===== src/rtl/slice_sequencer.sv =====
// Slice-triggered sequencer: from a latched block count it produces registered
// DCT / DC-VLC / AC-VLC enable windows and local counters, plus busy/done status.
module slice_sequencer #(
   parameter int CNT_W        = 16,
   parameter int BN_W         = 8,
   parameter int DCT_TIME     = 12,
   parameter int DC_VLC_TIME  = 44,
   parameter int DC_TAIL      = 6,
   parameter int AC_PER_BLOCK = 63,
   parameter int AC_TAIL      = 6
) (
   input  logic             clock,
   input  logic             reset_n,
   input  logic             slice_start,
   input  logic             slice_abort,
   input  logic [BN_W-1:0]  block_num,
   output logic             busy,
   output logic             done,
   output logic             start_err,
   output logic [CNT_W-1:0] seq_cnt,
   output logic             dct_en,
   output logic             dc_vlc_en,
   output logic [CNT_W-1:0] dc_vlc_cnt,
   output logic             ac_vlc_en,
   output logic [CNT_W-1:0] ac_vlc_cnt
);

   localparam logic [CNT_W-1:0] K_DCT  = CNT_W'(DCT_TIME);
   localparam logic [CNT_W-1:0] K_DCV  = CNT_W'(DC_VLC_TIME);
   localparam logic [CNT_W-1:0] K_DCT_TAIL = CNT_W'(DC_TAIL);
   localparam logic [CNT_W-1:0] K_ACPB = CNT_W'(AC_PER_BLOCK);
   localparam logic [CNT_W-1:0] K_ACT  = CNT_W'(AC_TAIL);
   localparam logic [CNT_W-1:0] K_ONE  = CNT_W'(1);

   typedef enum logic {IDLE, RUN} state_t;

   state_t           state;
   logic [BN_W-1:0]  bn;
   logic [CNT_W-1:0] dc_end;
   logic [CNT_W-1:0] ac_start;
   logic [CNT_W-1:0] done_t;

   // Bounds for a slice about to be accepted, derived from the live block_num.
   logic [CNT_W-1:0] bn_in, dct_lim_in, dc_end_in, ac_start_in, done_t_in;
   // Bounds of the running slice; done_t doubles as the exclusive AC end.
   logic [CNT_W-1:0] dct_lim, dc_start, nt;
   logic             dct_n, dc_n, ac_n, done_n;
   logic             accept, clear;

   always_comb begin
      bn_in       = CNT_W'(block_num);
      dct_lim_in  = K_DCT + bn_in;
      dc_end_in   = dct_lim_in + bn_in + K_DCT_TAIL;
      ac_start_in = dct_lim_in + K_DCV + K_ONE;
      done_t_in   = ac_start_in + K_ACPB * bn_in + K_ACT;

      dct_lim  = K_DCT + CNT_W'(bn);
      dc_start = dct_lim + K_ONE;
      nt       = seq_cnt + K_ONE;
      dct_n    = (nt < dct_lim);
      dc_n     = (nt >= dc_start) && (nt <= dc_end);
      ac_n     = (nt >= ac_start) && (nt < done_t);
      done_n   = (nt == done_t);

      // done is only ever high in RUN, so it marks the back-to-back window.
      accept = slice_start && ((state == IDLE) || (done && !slice_abort));
      clear  = (state == RUN) && (slice_abort || (done && !slice_start));
   end

   always_ff @(posedge clock or negedge reset_n) begin
      if (!reset_n) begin
         state      <= IDLE;
         bn         <= '0;
         dc_end     <= '0;
         ac_start   <= '0;
         done_t     <= '0;
         busy       <= 1'b0;
         done       <= 1'b0;
         start_err  <= 1'b0;
         seq_cnt    <= '0;
         dct_en     <= 1'b0;
         dc_vlc_en  <= 1'b0;
         dc_vlc_cnt <= '0;
         ac_vlc_en  <= 1'b0;
         ac_vlc_cnt <= '0;
      end else if (accept) begin
         state      <= RUN;
         bn         <= block_num;
         dc_end     <= dc_end_in;
         ac_start   <= ac_start_in;
         done_t     <= done_t_in;
         busy       <= 1'b1;
         done       <= 1'b0;
         start_err  <= 1'b0;
         seq_cnt    <= '0;
         dct_en     <= (dct_lim_in != '0);
         dc_vlc_en  <= 1'b0;
         dc_vlc_cnt <= '0;
         ac_vlc_en  <= 1'b0;
         ac_vlc_cnt <= '0;
      end else if (clear || (state == IDLE)) begin
         state      <= IDLE;
         busy       <= 1'b0;
         done       <= 1'b0;
         start_err  <= 1'b0;
         seq_cnt    <= '0;
         dct_en     <= 1'b0;
         dc_vlc_en  <= 1'b0;
         dc_vlc_cnt <= '0;
         ac_vlc_en  <= 1'b0;
         ac_vlc_cnt <= '0;
      end else begin
         // Look-ahead: every output is computed for the next seq_cnt value.
         busy       <= 1'b1;
         done       <= done_n;
         start_err  <= slice_start;
         seq_cnt    <= nt;
         dct_en     <= dct_n;
         dc_vlc_en  <= dc_n;
         dc_vlc_cnt <= dc_n ? (nt - dc_start) : '0;
         ac_vlc_en  <= ac_n;
         ac_vlc_cnt <= ac_n ? (nt - ac_start) : '0;
      end
   end

endmodule


===== config.mk =====
export PLATFORM = sky130hd
export DESIGN_NAME = slice_sequencer
export DESIGN_NICKNAME = d
export VERILOG_FILES = /design/src/rtl/slice_sequencer.sv
export SDC_FILE = /design/constraint.sdc
export NUM_CORES = 1
export LEC_CHECK = 0
export CORE_MARGIN = 4
export CORE_UTILIZATION = 25
export CTS_BUF_LIST = sky130_fd_sc_hd__clkbuf_4 sky130_fd_sc_hd__clkbuf_8 sky130_fd_sc_hd__clkbuf_16
export DETAILED_ROUTE_END_ITERATION = 16
export PLACE_DENSITY = 0.51
export SLEW_MARGIN = 20
export SYNTH_ARGS = -nofsm -noshare
export SYNTH_HDL_FRONTEND = slang
export SYNTH_SLANG_ARGS = --single-unit

===== constraint.sdc =====
create_clock -name clock -period 7.64 [get_ports clock]
set_input_delay 1.528 -clock clock [delete_from_list [all_inputs] [get_ports clock]]
set_output_delay 1.528 -clock clock [all_outputs]
set_load 0.1 [all_outputs]

==> images/m1.png <==
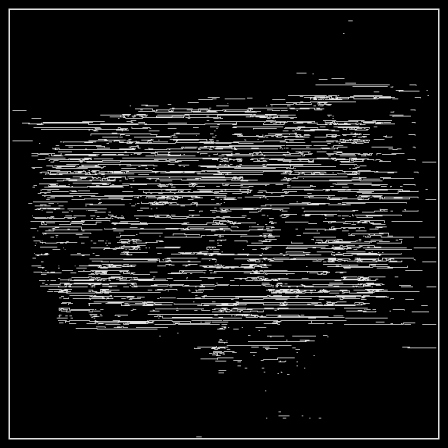
wire length on this layer: 11000 microns
longest straight run: 52.9 microns
nets with wire on the layer: 989
main direction: horizontal
share of all routed wire: 53%
detailed-route via count: 6146
GR Layer Usage met1: 18.35%

==> images/m2.png <==
Bar = 50 microns. Cells faint in the background.
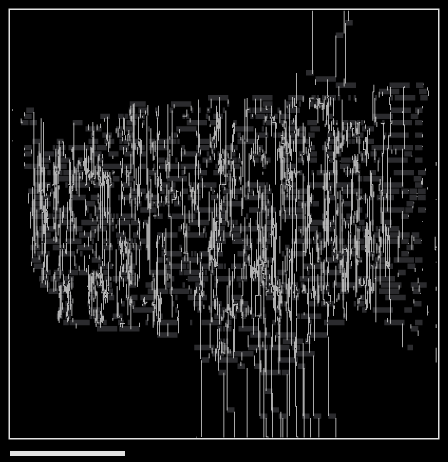
share of all routed wire: 42%
longest straight run: 49.1 microns
wire length on this layer: 8780 microns
met2 Resource Use GR: 17.64%
WL final: 20720 microns

==> images/m3.png <==
Bar = 50 microns.
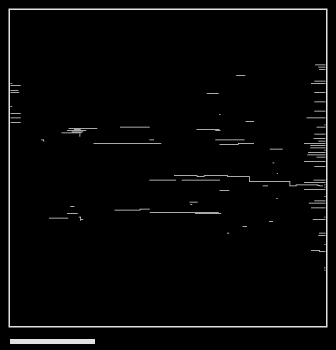
nets with wire on the layer: 75
main direction: horizontal
share of all routed wire: 3.5%
longest straight run: 40.5 microns
wire length on this layer: 717 microns
GR Util met3: 2.076%

==> images/m4.png <==
Cells faint in the background.
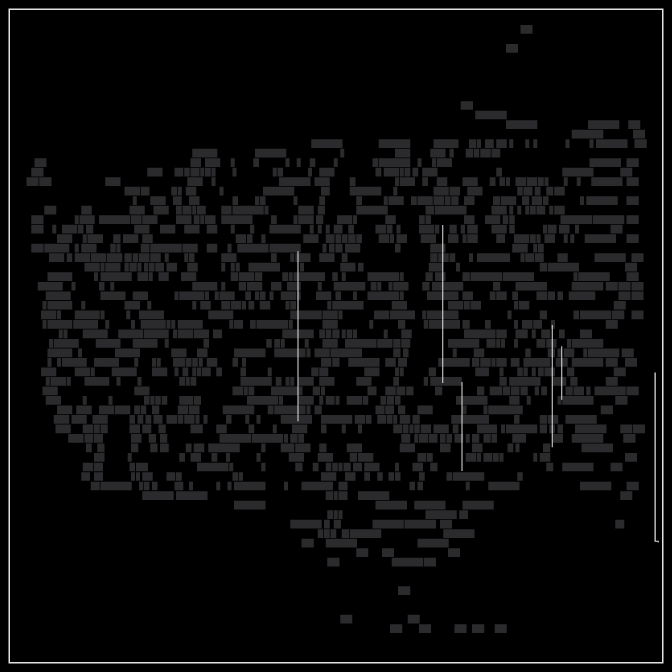
longest straight run: 48.3 microns
wire length on this layer: 217 microns
share of all routed wire: 1.1%
main direction: vertical

==> images/congestion_map.png <==
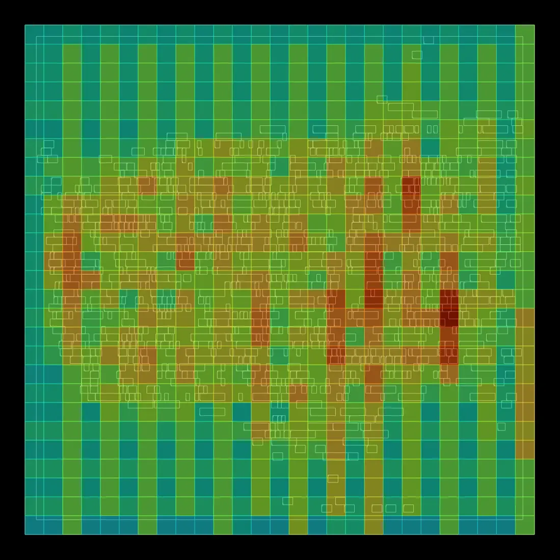
GR peak layer: met1
Tot GR Track Use: 11.97%

==> reports/qor.txt <==
Status = finished clean
Seq. pwr = 0.637 mW
Final Hold Fails = 0
Mux share = 0.5188%
WP depth = 13
Clock latency at the later pin of the worst-skew pair = 0.36 ns
Final ANT Viol Nets = 0
# clk buffers = 9
Comb pwr = 1.27 mW
Hold_sp = done_t[9]$_DFFE_PN0P_
Fmax = 0.1660 GHz
Final core occ = 29.77%
GP Congestion = 0.8311
Final Instance Area = 0.009369 sq mm
Worst setup margin = 1.617 ns
Non-clock buffering overhead in the final layout = 7.479%
Synthesized area = 0.007959 sq mm
Reg2Reg Capture Point = ac_vlc_cnt[3]$_DFF_PN0_
Commonest flop = dfrtp_1
Cells after DPL = 1318
Fp_density = 25.29%
Tcrit/Tclk final = 78.84%
Synth top cell by count = ha_1
Dpl hpwl = 16380 microns
Syn Area/Cell = 9.222 sq um
Post-CTS Hold Buffers = 0
Clk network pwr share = 20.0%
Sw frac = 42.92%
Port buffer count = 65
Multi-input logic cell count = 641
Fillers = 3360
Cell repeated most along the worst path = fa_1
Most numerous logic cell after layout = ha_1
Flop share of the area = 25.64%
Wirelength per Cell = 15.54 microns
Synth Area in Adders = 25.00%
Required time of the critical path = 7.83 ns
Antenna violations before repair = 0
Met3 Wirelength = 717 microns
Share of layout cells above drive strength 1 = 4.399%
Combinational share of cell area = 53.89%
Top Layout Cells = ha_1, inv_1, dfrtp_1
Synth Seq Share = 30.18%
# IOs = 66
Clk_skew = 0.008450 ns
Seq pwr share = 26.7%
Max Slew Vio Count = 0
# diodes = 0
Post-CTS Resized = 0
Largest net degree at the start of global routing = 57
No activity file was given, so power comes from the tool's default toggle rates.
